<file path="config.mk">
export PLATFORM = sky130hd
export DESIGN_NAME = spi_master_driver
export DESIGN_NICKNAME = d
export VERILOG_FILES = /design/src/rtl/spi_pkg.sv /design/src/rtl/spi_half_tick.sv /design/src/rtl/spi_master_driver.sv
export SDC_FILE = /design/constraint.sdc
export NUM_CORES = 1
export LEC_CHECK = 0
export CORE_UTILIZATION = 54
export CTS_CLUSTER_SIZE = 30
export DETAILED_ROUTE_END_ITERATION = 8
export PLACE_DENSITY = 0.88
export SYNTH_ARGS = -nofsm -noshare
export SYNTH_HDL_FRONTEND = slang
export SYNTH_SLANG_ARGS = --single-unit
</file>
<file path="constraint.sdc">
create_clock -name clk_i -period 2.7 [get_ports clk_i]
set_input_delay 0.27 -clock clk_i [delete_from_list [all_inputs] [get_ports clk_i]]
set_output_delay 0.27 -clock clk_i [all_outputs]
set_load 0.05 [all_outputs]
</file>
<file path="src/rtl/spi_pkg.sv">
// Shared constants and FSM state type for the SPI master.
// Frame width and the default SCLK half-period live here.
package spi_pkg;
    localparam int SPI_FRAME_BITS  = 8;
    localparam int CLK_DIV_DEFAULT = 4;

    typedef enum logic [2:0] {
        IDLE,
        SETUP,
        HIGH,
        LOW,
        HOLD,
        GAP
    } spi_state_t;
endpackage

</file>
<file path="src/rtl/spi_half_tick.sv">
// SCLK half-period divider: counts 0..DIV-1 and flags the last count.
// Latency: tick is decoded from the counter in the same cycle.
// Backpressure: none; clr holds the counter at zero.
module spi_half_tick #(
    parameter int DIV = 4
) (
    input  logic clk,
    input  logic clr,
    output logic tick
);
    logic [7:0] cnt;

    assign tick = (cnt == 8'(DIV - 1));

    always_ff @(posedge clk) begin
        if (clr || tick) begin
            cnt <= '0;
        end else begin
            cnt <= cnt + 8'd1;
        end
    end
endmodule

</file>
<file path="src/rtl/spi_master_driver.sv">
// SPI master, CPOL=0 CPHA=0, LSB first, one 8-bit full-duplex frame per start.
// Latency: start to done is 18*CLK_DIV+1 cycles; busy drops CLK_DIV cycles later.
// Backpressure: start_i is ignored while busy_bo is high; nothing is queued.
module spi_master_driver
    import spi_pkg::*;
#(
    parameter int CLK_DIV = CLK_DIV_DEFAULT
) (
    input  logic       clk_i,
    input  logic       rst_i,
    input  logic [7:0] data_in_bi,
    input  logic       start_i,
    output logic [7:0] data_out_bo,
    output logic       busy_bo,
    output logic       done_o,
    output logic       spi_sclk_o,
    output logic       spi_mosi_o,
    input  logic       spi_miso_i,
    output logic       spi_cs_o
);
    localparam logic [3:0] LAST_BIT  = 4'(SPI_FRAME_BITS - 1);
    localparam logic [3:0] FRAME_CNT = 4'(SPI_FRAME_BITS);

    spi_state_t state;
    logic [6:0] tx;
    logic [7:0] rx;
    logic [3:0] bit_cnt;
    logic       tick;

    spi_half_tick #(.DIV(CLK_DIV)) u_half_tick (
        .clk  (clk_i),
        .clr  (rst_i || state == IDLE),
        .tick (tick)
    );

    always_ff @(posedge clk_i) begin
        if (rst_i) begin
            state       <= IDLE;
            tx          <= '0;
            rx          <= '0;
            bit_cnt     <= '0;
            data_out_bo <= '0;
            busy_bo     <= 1'b0;
            done_o      <= 1'b0;
            spi_sclk_o  <= 1'b0;
            spi_mosi_o  <= 1'b0;
            spi_cs_o    <= 1'b1;
        end else begin
            done_o <= 1'b0;
            case (state)
                IDLE: begin
                    if (start_i) begin
                        // Bit 0 goes straight to MOSI; tx keeps the remaining bits.
                        tx         <= data_in_bi[7:1];
                        rx         <= '0;
                        bit_cnt    <= '0;
                        spi_cs_o   <= 1'b0;
                        spi_mosi_o <= data_in_bi[0];
                        busy_bo    <= 1'b1;
                        state      <= SETUP;
                    end
                end
                SETUP, LOW: begin
                    if (tick) begin
                        spi_sclk_o <= 1'b1;
                        rx         <= {spi_miso_i, rx[7:1]};
                        state      <= HIGH;
                    end
                end
                HIGH: begin
                    if (tick) begin
                        spi_sclk_o <= 1'b0;
                        bit_cnt    <= bit_cnt + 4'd1;
                        if (bit_cnt == LAST_BIT) begin
                            state <= HOLD;
                        end else begin
                            spi_mosi_o <= tx[0];
                            tx         <= {1'b0, tx[6:1]};
                            state      <= LOW;
                        end
                    end
                end
                HOLD: begin
                    // CS hold spans two half-periods so CS stays low 18*CLK_DIV cycles.
                    if (tick) begin
                        if (bit_cnt == FRAME_CNT) begin
                            bit_cnt <= bit_cnt + 4'd1;
                        end else begin
                            spi_cs_o    <= 1'b1;
                            spi_mosi_o  <= 1'b0;
                            data_out_bo <= rx;
                            done_o      <= 1'b1;
                            state       <= GAP;
                        end
                    end
                end
                GAP: begin
                    if (tick) begin
                        busy_bo <= 1'b0;
                        state   <= IDLE;
                    end
                end
                default: state <= IDLE;
            endcase
        end
    end
endmodule

</file>
==> results.sh, run 1 <==
# implementation run metrics
export IMPL_hold_depth=1
export IMPL_setup_ws_ns=0.397
export IMPL_antenna_cells=0
export IMPL_synth_cells=217
export IMPL_simple_gate_area_frac=0.220
export IMPL_seq_area_frac=0.364
export IMPL_logic_gates=156
export IMPL_numClockSinks=43
export IMPL_clock_path_buffers=2
export IMPL_met3_wirelength_um=113
export IMPL_synth_flops=43
export IMPL_crit_required_ns=2.89
export IMPL_drive_above_1_share=0.0788
export IMPL_rsz0062_at_grt="no"
export IMPL_warnings=27
export IMPL_coreArea_mm2=0.00344
export IMPL_ys_async_sr_fraction=0
export IMPL_area_combinational_mm2=0.00105
export IMPL_power_uw=1200
export IMPL_synth_largest_area_cell="dfxtp_1"
export IMPL_setup_viol_count_final=0
export IMPL_edf_count=0
export IMPL_synth_avg_cell_area_um2=9.22
export IMPL_p_leak_uw=0.000927
export IMPL_period_needed_ns=2.30
export IMPL_final_antenna_net_count=0
export IMPL_cp_start_kind="flop"
export IMPL_synth_mux_area_fraction=0.121
export IMPL_top_power_group="registers"
export IMPL_ys_seq_frac=0.430
export IMPL_worstMarginPinSlew_ns=0.994
export IMPL_gp_congestion=0.883
export IMPL_critPathLaunch="u_half_tick.cnt[0]"
export IMPL_endpoint="data_out_bo[7]"
export IMPL_critical_path_class="flop to flop"
export IMPL_slew_viol_final=0
export IMPL_hp_start="u_half_tick.cnt[0]"
export IMPL_fp_util=0.581
export IMPL_yosysUniqueCellTypes=47
export IMPL_r2r_cells=5
export IMPL_status="complete, no violations"
export IMPL_nWellTaps=46
export IMPL_yosys_top_cells_area="dfxtp_1 43%, mux2i_1 12%, nor2_1 5.1%"
export IMPL_yosysWarnings=0
export IMPL_layout_nonclk_buf_frac=0.114
export IMPL_fa_ha_area_frac=0.0188
export IMPL_holdCritPathClass="flop to flop"
export IMPL_first_pass_iters=4
export IMPL_comb_power_uw=112
export IMPL_grt_start_max_net_pins=31
export IMPL_cts_tree="yes"
export IMPL_clockRootBuffer="clkbuf_8"
export IMPL_comb_area_frac=0.446
export IMPL_seq_power_share=0.548
export IMPL_common_cells="43 x dfxtp_1, 27 x nor2_1, 23 x mux2i_1"
export IMPL_wl_um=3790
export IMPL_syn_nets=232
export IMPL_xor_share=0.0306
export IMPL_signal_buffers=28
export IMPL_p_int_uw=909
export IMPL_io_pins=25
export IMPL_layout_top_cell="dfxtp_1"
export IMPL_antenna_found_initial=0
export IMPL_ys_cells=217
export IMPL_aoi_share=0.137
export IMPL_syn_area_mm2=0.00200
export IMPL_min_to="u_half_tick.cnt[0]"
export IMPL_cts_inserted_buffers=5
export IMPL_yosysTopAreaCellShare=0.430
export IMPL_worst_path_max_fanout=10
export IMPL_ff_type="dfxtp_1"
export IMPL_routed_via_density=5.64
export IMPL_pre_cts_slack_ns=0.383
export IMPL_largest_class="combinational gates"
export IMPL_num_vias=1618
export IMPL_clkbuf_count=6
export IMPL_grt_use_met2=0.339
export IMPL_lay_top_cells="43 x dfxtp_1, 27 x nor2_1, 24 x clkdlybuf4s50_1"
export IMPL_grt_busiest_layer="met2"
export IMPL_use_met3=0.0493
export IMPL_tns_ns=0
export IMPL_fp_row_count=21
export IMPL_clk_pin_slew_worst_paths_ns=0.09
export IMPL_grt_ovfl_total=0
-- run 1: stage by stage --
stage	utilization	hold slack, ns	cells	instance area, um^2
5_1_grt	0.687	0.468	287	2360
3_5_place_dp	0.658	0.436	279	2270
6_report	0.687	0.445	287	2360
2_1_floorplan	-	0.412	217	2000
3_3_place_gp	0.658	0.422	279	2270
4_1_cts	0.687	0.450	287	2360
-- run 1: flip-flops by register name, summed over array words and instances, names as in the netlist --
register and cells:
data_out_bo 8, tx 7, rx 8, state 3
u_half_tick.cnt 8, busy_bo 1, spi_cs_o 1, bit_cnt 4
done_o 1, spi_mosi_o 1, spi_sclk_o 1
-- run 1: worst max-delay path: stages, from the launching register on --
cell	delay (ns)
dfxtp_1	0.35
ha_1	0.21
or3b_2	0.52
or4b_1	0.81
mux2i_1	0.25
nor2_1	0.05
Figure 1. Pin placement (run 1).
Pins as bars across the die edge, other pins in grey.
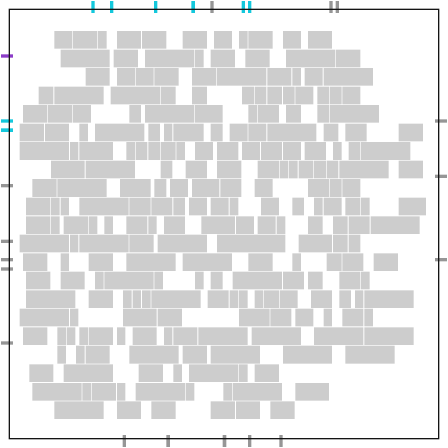
- data_in_bi: cyan (pins 8; direction input; edge 6 top, 2 left)
- clk_i: purple (pins 1; direction input; edge left)
- all pins by edge: 9 top, 8 left, 5 bottom, 3 right
Die Span Y: 62.9 um
die width: 62.9 um

Figure 2. Clock wires, drivers and flops (run 1).
The bar under the picture is 20 um long.
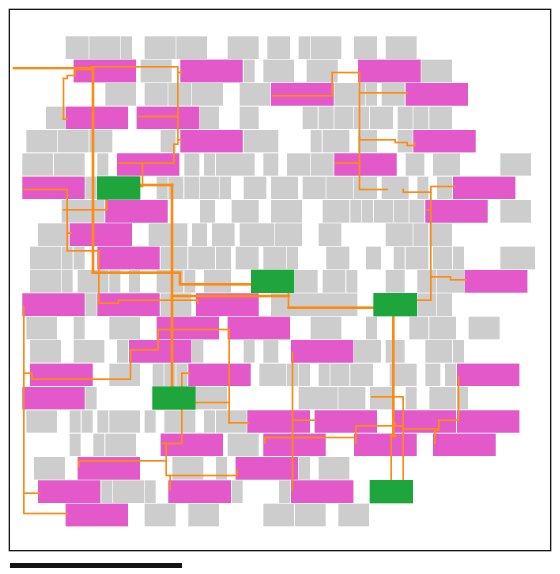
- clock drivers: green (count 5)
- clock wires: orange (length 493 um)
- flip-flops: magenta (count 43)
- flops lie: spread over the die
- routed clock nets: 6
Clock Power: 433 uW
clk latency late pin: 0.30 ns
skew final: 0.00889 ns
Clk pwr share: 0.360

Figure 3. Register map, names as in the netlist (run 1).
Other sequential cells in the stronger grey, the rest of the logic in the fainter grey.
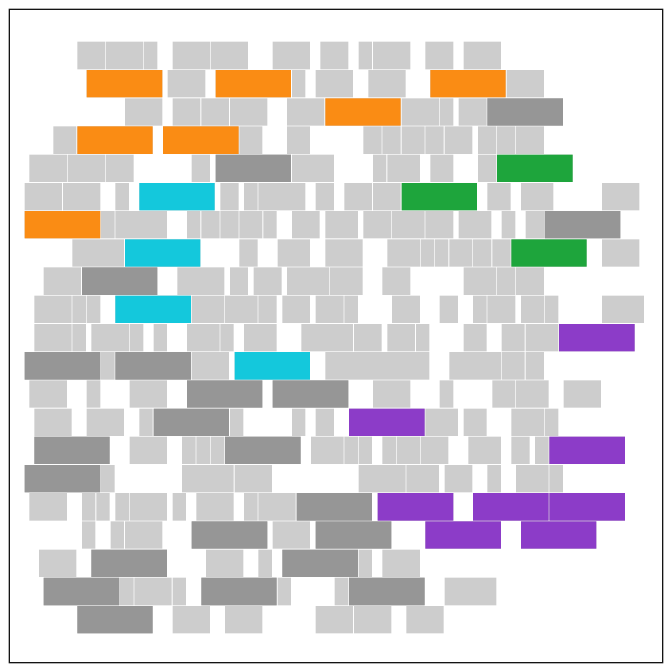
- u_half_tick.cnt: purple (flops 8; where bottom right)
- bit_cnt: cyan (flops 4; where left middle)
- tx: orange (flops 7)
- state: green (flops 3)
- not coloured: 21
seq pwr: 660 uW
Register Area: 861 um^2
Util after Layout: 0.687

==> inputs of run 2 (changes only) <==
--- a/config.mk
+++ b/config.mk
@@ -5,10 +5,10 @@
 export SDC_FILE = /design/constraint.sdc
 export NUM_CORES = 1
 export LEC_CHECK = 0
-export CORE_UTILIZATION = 54
+export CORE_UTILIZATION = 50
 export CTS_CLUSTER_SIZE = 30
 export DETAILED_ROUTE_END_ITERATION = 8
-export PLACE_DENSITY = 0.88
+export PLACE_DENSITY = 0.83
 export SYNTH_ARGS = -nofsm -noshare
 export SYNTH_HDL_FRONTEND = slang
 export SYNTH_SLANG_ARGS = --single-unit
Figure 4. Pin placement (run 2).
Pins as bars across the die edge, other pins in grey.
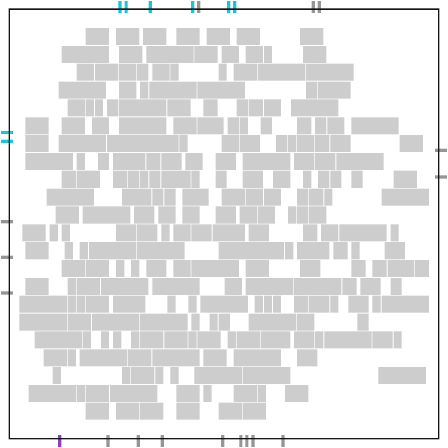
- data_in_bi: cyan (pins 8; direction input; edge 6 top, 2 left)
- clk_i: purple (pins 1; direction input; edge bottom)
- all pins by edge: 9 bottom, 9 top, 5 left, 2 right
buffers added on ports: 24
Die Span Y: 65.3 um
die width: 65.3 um

Figure 5. Routing congestion map (run 2).
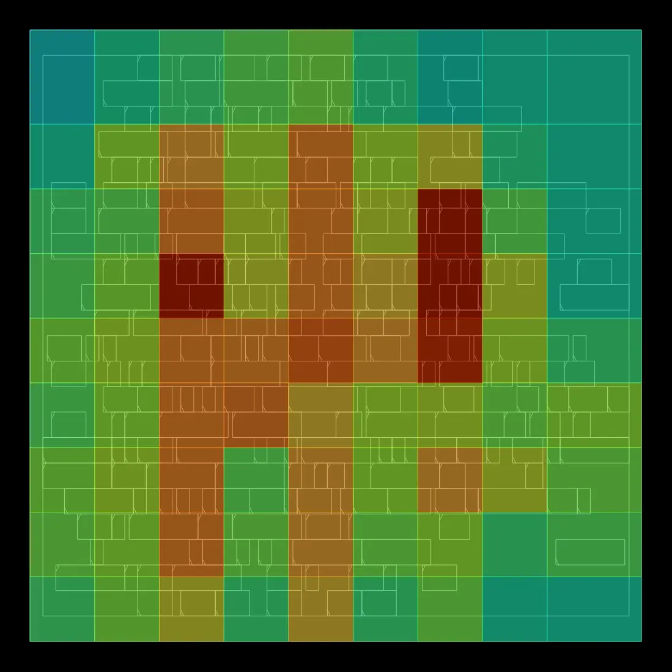
met2 GRT Util: 0.327
Util after Layout: 0.641

Figure 6. Signal wires by layer (run 2).
The bar under the picture is 20 um long.
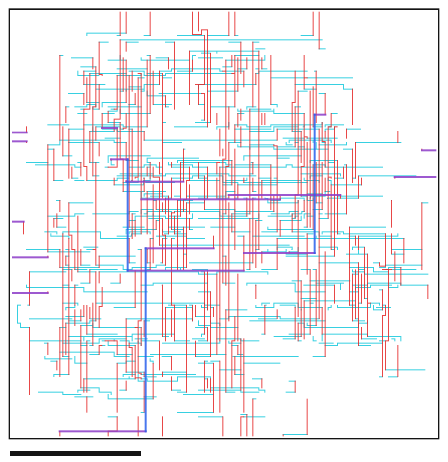
- metal 1: cyan (wire length 1,860 um)
- metal 4: blue (wire length 66.0 um)
- metal 2: red (wire length 1,860 um)
- metal 3: purple (wire length 130 um)
GRT Overall Usage: 0.200
WL per Instance: 13.4 um
total vias in the final route: 1,592
WL final: 3910 um

==> results.sh, run 2 <==
# implementation run metrics
export IMPL_status="complete, no violations"
export IMPL_clockRootBuffer="clkbuf_8"
export IMPL_common_cells="43 x dfxtp_1, 27 x nor2_1, 23 x mux2i_1"
export IMPL_gp_congestion=0.849
export IMPL_endpoint="data_out_bo[6]"
export IMPL_crit_required_ns=2.89
export IMPL_clkbuf_count=5
export IMPL_hold_depth=1
export IMPL_syn_nets=232
export IMPL_worstSetupPathDepth=5
export IMPL_period_needed_ns=2.31
export IMPL_crit_family="simple AND/OR/NAND/NOR gates"
export IMPL_ys_async_sr_fraction=0
export IMPL_yosys_top_cells_area="dfxtp_1 43%, mux2i_1 12%, nor2_1 5.1%"
export IMPL_finalHoldViolations=0
export IMPL_synth_largest_area_cell="dfxtp_1"
export IMPL_reg_largest_list="data_out_bo x8, rx x8, u_half_tick.cnt x8"
export IMPL_yosysUniqueCellTypes=47
export IMPL_layout_nonclk_buf_frac=0.119
export IMPL_cts_inserted_buffers=5
export IMPL_hp_start="u_half_tick.cnt[0]"
export IMPL_synth_cells=217
export IMPL_antenna_cells=0
export IMPL_min_to="u_half_tick.cnt[0]"
export IMPL_finalClockSkew_ns=0.00469
export IMPL_fp_util=0.534
export IMPL_slew_viol_final=0
export IMPL_power_uw=1290
export IMPL_tns_ns=0
export IMPL_aoi_share=0.137
export IMPL_slowest_stage="or4b_1"
export IMPL_fa_ha_area_frac=0.0188
export IMPL_cp_start_kind="flop"
export IMPL_grt_start_max_net_pins=16
export IMPL_pre_cts_slack_ns=0.381
export IMPL_p_leak_uw=0.000947
export IMPL_io_pins=25
export IMPL_simple_gate_area_frac=0.220
export IMPL_cts_tree="yes"
export IMPL_area_combinational_mm2=0.00105
export IMPL_coreArea_mm2=0.00374
export IMPL_drive_above_1_share=0.0864
export IMPL_worstSkewPairLatency_ns=0.30
export IMPL_clk_pin_slew_worst_paths_ns=0.09
export IMPL_antenna_found_initial=0
export IMPL_rsz0062_at_grt="no"
export IMPL_layout_top_cell="dfxtp_1"
export IMPL_syn_area_mm2=0.00200
export IMPL_grt_ovfl_total=0
export IMPL_largest_class="combinational gates"
export IMPL_signal_buffers=30
export IMPL_max_stage_delay_ns=0.80
export IMPL_worst_path_max_fanout=10
export IMPL_logic_gates=156
export IMPL_whs_ns=0.446
export IMPL_ys_seq_frac=0.430
export IMPL_holdCritPathClass="flop to flop"
export IMPL_worstPathCellList="ha_1 -> or3b_2 -> or4b_1 -> mux2i_1 -> nor2_1"
export IMPL_comb_area_frac=0.440
export IMPL_critPathBufInv=0
export IMPL_ff_type="dfxtp_1"
export IMPL_final_antenna_net_count=0
export IMPL_nWellTaps=48
export IMPL_fp_row_count=22
export IMPL_warnings=27
export IMPL_edf_count=0
export IMPL_first_pass_iters=4
export IMPL_synth_flops=43
export IMPL_xor_share=0.0306
export IMPL_ys_cells=217
export IMPL_synth_avg_cell_area_um2=9.22
export IMPL_lay_top_cells="43 x dfxtp_1, 27 x nor2_1, 24 x clkdlybuf4s50_1"
export IMPL_yosysWarnings=0
export IMPL_numClockSinks=43
export IMPL_routed_via_density=5.47
export IMPL_synth_mux_area_fraction=0.121
export IMPL_setup_viol_count_final=0
export IMPL_dpl_cell_area_mm2=0.00228
export IMPL_critPathLaunch="u_half_tick.cnt[0]"
export IMPL_r2r_cells=5
export IMPL_clock_path_buffers=2
export IMPL_dp_cells=283
export IMPL_final_seq_area_um2=861
export IMPL_critical_path_class="flop to flop"
export IMPL_final_cells=291
export IMPL_setup_ws_ns=0.390
[run 2: metal layers]
metal / up-vias / share of wire / GRT usage
met4: 0 / 0.017 / 0.0897
met3: 6 / 0.033 / 0.0365
met5: - / 0 / 0
met1: 741 / 0.47 / 0.255
met2: 23 / 0.47 / 0.327
li1: 822 / - / -
[run 2: kinds of logic after synthesis]
family | count (synthesis)
muxes | 24
adders and majority gates | 3
buffers and inverters | 18
DFF | 43
and+or+nand+nor | 85
AOI/OAI and AO/OA | 37
xor gates and xnor gates | 7
[run 2: report_power, final]
| part | internal [uW] | leakage, uW | switching (uW) |
|---|---|---|---|
| clock network | 280 | 0.0000587 | 237 |
| registers | 650 | 0.000349 | 10.9 |
| logic | 51.9 | 0.000539 | 60.7 |
==> inputs of run 3 (changes only) <==
--- a/config.mk
+++ b/config.mk
@@ -5,8 +5,9 @@
 export SDC_FILE = /design/constraint.sdc
 export NUM_CORES = 1
 export LEC_CHECK = 0
+export CORE_ASPECT_RATIO = 1.5
 export CORE_UTILIZATION = 50
-export CTS_CLUSTER_SIZE = 30
+export CTS_CLUSTER_SIZE = 28
 export DETAILED_ROUTE_END_ITERATION = 8
 export PLACE_DENSITY = 0.83
 export SYNTH_ARGS = -nofsm -noshare
Figure 7. Signal wires on met4 (run 3).
Cells faint in the background.
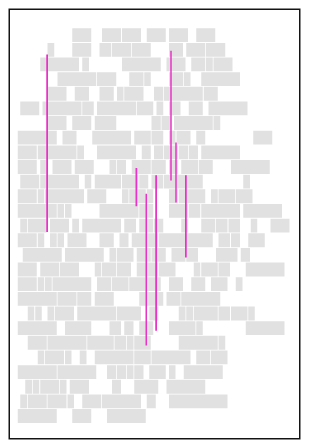
- share of all routed wire: 3.5%
- wire length on this layer: 146 um
WL final: 4180 um
total vias in the final route: 1,669

Figure 8. Routing congestion map (run 3).
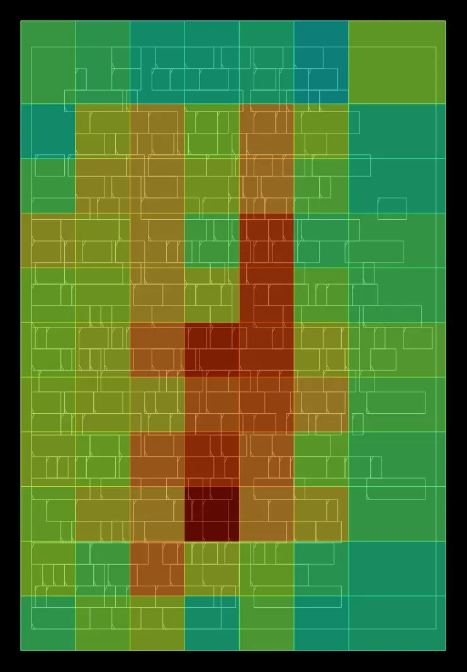
grt met3 use: 0.0552
Util after Layout: 0.647

Figure 9. Pin placement (run 3).
Pins as bars across the die edge, other pins in grey.
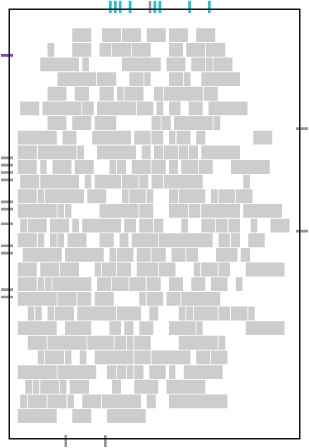
- clk_i: purple (pins 1; direction input; edge left)
- data_in_bi: cyan (pins 8; direction input; edge top)
- all pins by edge: 12 left, 9 top, 2 bottom, 2 right
die width: 53.7 um
Die Span Y: 79.5 um

==> results.sh, run 3 <==
# implementation run metrics
export IMPL_tns_ns=0
export IMPL_hold_depth=1
export IMPL_first_pass_iters=4
export IMPL_reg_largest_list="data_out_bo x8, rx x8, u_half_tick.cnt x8"
export IMPL_slowest_stage="or4b_1"
export IMPL_area_combinational_mm2=0.00105
export IMPL_setup_ws_ns=0.376
export IMPL_grt_use_met2=0.358
export IMPL_grt_busiest_layer="met2"
export IMPL_clk_pin_slew_worst_paths_ns=0.07
export IMPL_drive_above_1_share=0.101
export IMPL_final_seq_area_um2=861
export IMPL_clkbuf_count=6
export IMPL_antenna_cells=0
export IMPL_whs_ns=0.438
export IMPL_holdCritPathClass="flop to flop"
export IMPL_clock_path_buffers=2
export IMPL_largest_class="combinational gates"
export IMPL_dpl_cell_area_mm2=0.00231
export IMPL_seq_area_frac=0.355
export IMPL_gp_congestion=0.835
export IMPL_p_leak_uw=0.000971
export IMPL_fp_util=0.534
export IMPL_synth_flops=43
export IMPL_comb_area_frac=0.435
export IMPL_grt_start_max_net_pins=19
export IMPL_syn_nets=232
export IMPL_worstMarginPinSlew_ns=0.605
export IMPL_numClockSinks=43
export IMPL_routed_via_density=5.76
export IMPL_status="complete, no violations"
export IMPL_ys_cells=217
export IMPL_pre_cts_slack_ns=0.398
export IMPL_crit_family="simple AND/OR/NAND/NOR gates"
export IMPL_critPathBufInv=0
export IMPL_met3_wirelength_um=153
export IMPL_highest_layer="met4"
export IMPL_clockRootBuffer="clkbuf_8"
export IMPL_critPathLaunch="u_half_tick.cnt[0]"
export IMPL_dp_cells=282
export IMPL_track_usage=0.218
export IMPL_worstSkewPairLatency_ns=0.29
export IMPL_ys_seq_frac=0.430
export IMPL_period_needed_ns=2.32
export IMPL_layout_top_cell="dfxtp_1"
export IMPL_ff_type="dfxtp_1"
export IMPL_r2r_cells=5
export IMPL_warnings=27
export IMPL_hp_start="u_half_tick.cnt[0]"
export IMPL_use_met1=0.253
export IMPL_met2_length_um=2090
export IMPL_worstPathCellList="ha_1 -> or3b_2 -> or4b_1 -> mux2i_1 -> nor2_1"
export IMPL_yosysWarnings=0
export IMPL_coreArea_mm2=0.00375
export IMPL_grt_ovfl_total=0
export IMPL_yosys_top_cells_area="dfxtp_1 43%, mux2i_1 12%, nor2_1 5.1%"
export IMPL_synth_avg_cell_area_um2=9.22
export IMPL_lay_top_cells="43 x dfxtp_1, 27 x nor2_1, 24 x clkdlybuf4s50_1"
export IMPL_finalClockSkew_ns=0.00656
export IMPL_port_buffers=24
export IMPL_cp_start_kind="flop"
export IMPL_slew_viol_final=0
export IMPL_crit_required_ns=2.89
export IMPL_final_antenna_net_count=0
export IMPL_yosysTopAreaCellShare=0.430
export IMPL_critical_path_class="flop to flop"
export IMPL_finalHoldViolations=0
export IMPL_cts_inserted_buffers=5
export IMPL_yosysUniqueCellTypes=47
export IMPL_antenna_found_initial=0
export IMPL_cts_tree="yes"
export IMPL_worstSetupPathDepth=5
export IMPL_rsz0062_at_grt="no"
export IMPL_wl_met1_um=1790
[run 3: cell counts after synthesis]
No cell type changed its count.
[run 3: where the power goes]
part / switching [uW] / leakage [uW] / internal, uW / total (uW)
sequential: 10.4 / 0.000349 / 650 / 660
clock: 218 / 0.0000612 / 299 / 517
combinational: 62.5 / 0.000561 / 54.5 / 117
total: 291 / 0.000971 / 1000 / 1290
[run 3: cell families (layout without fill, tap and decap cells)]
logic type / after synthesis / in the layout / synth area share
and+or+nand+nor: 85 / 85 / 0.220
DFF: 43 / 43 / 0.430
AOI/OAI and AO/OA: 37 / 37 / 0.137
muxes: 24 / 24 / 0.121
buffers and inverters: 18 / 48 / 0.0425
xor gates and xnor gates: 7 / 7 / 0.0306
adders and majority gates: 3 / 3 / 0.0188
Power is estimated from default activity; no workload was simulated.
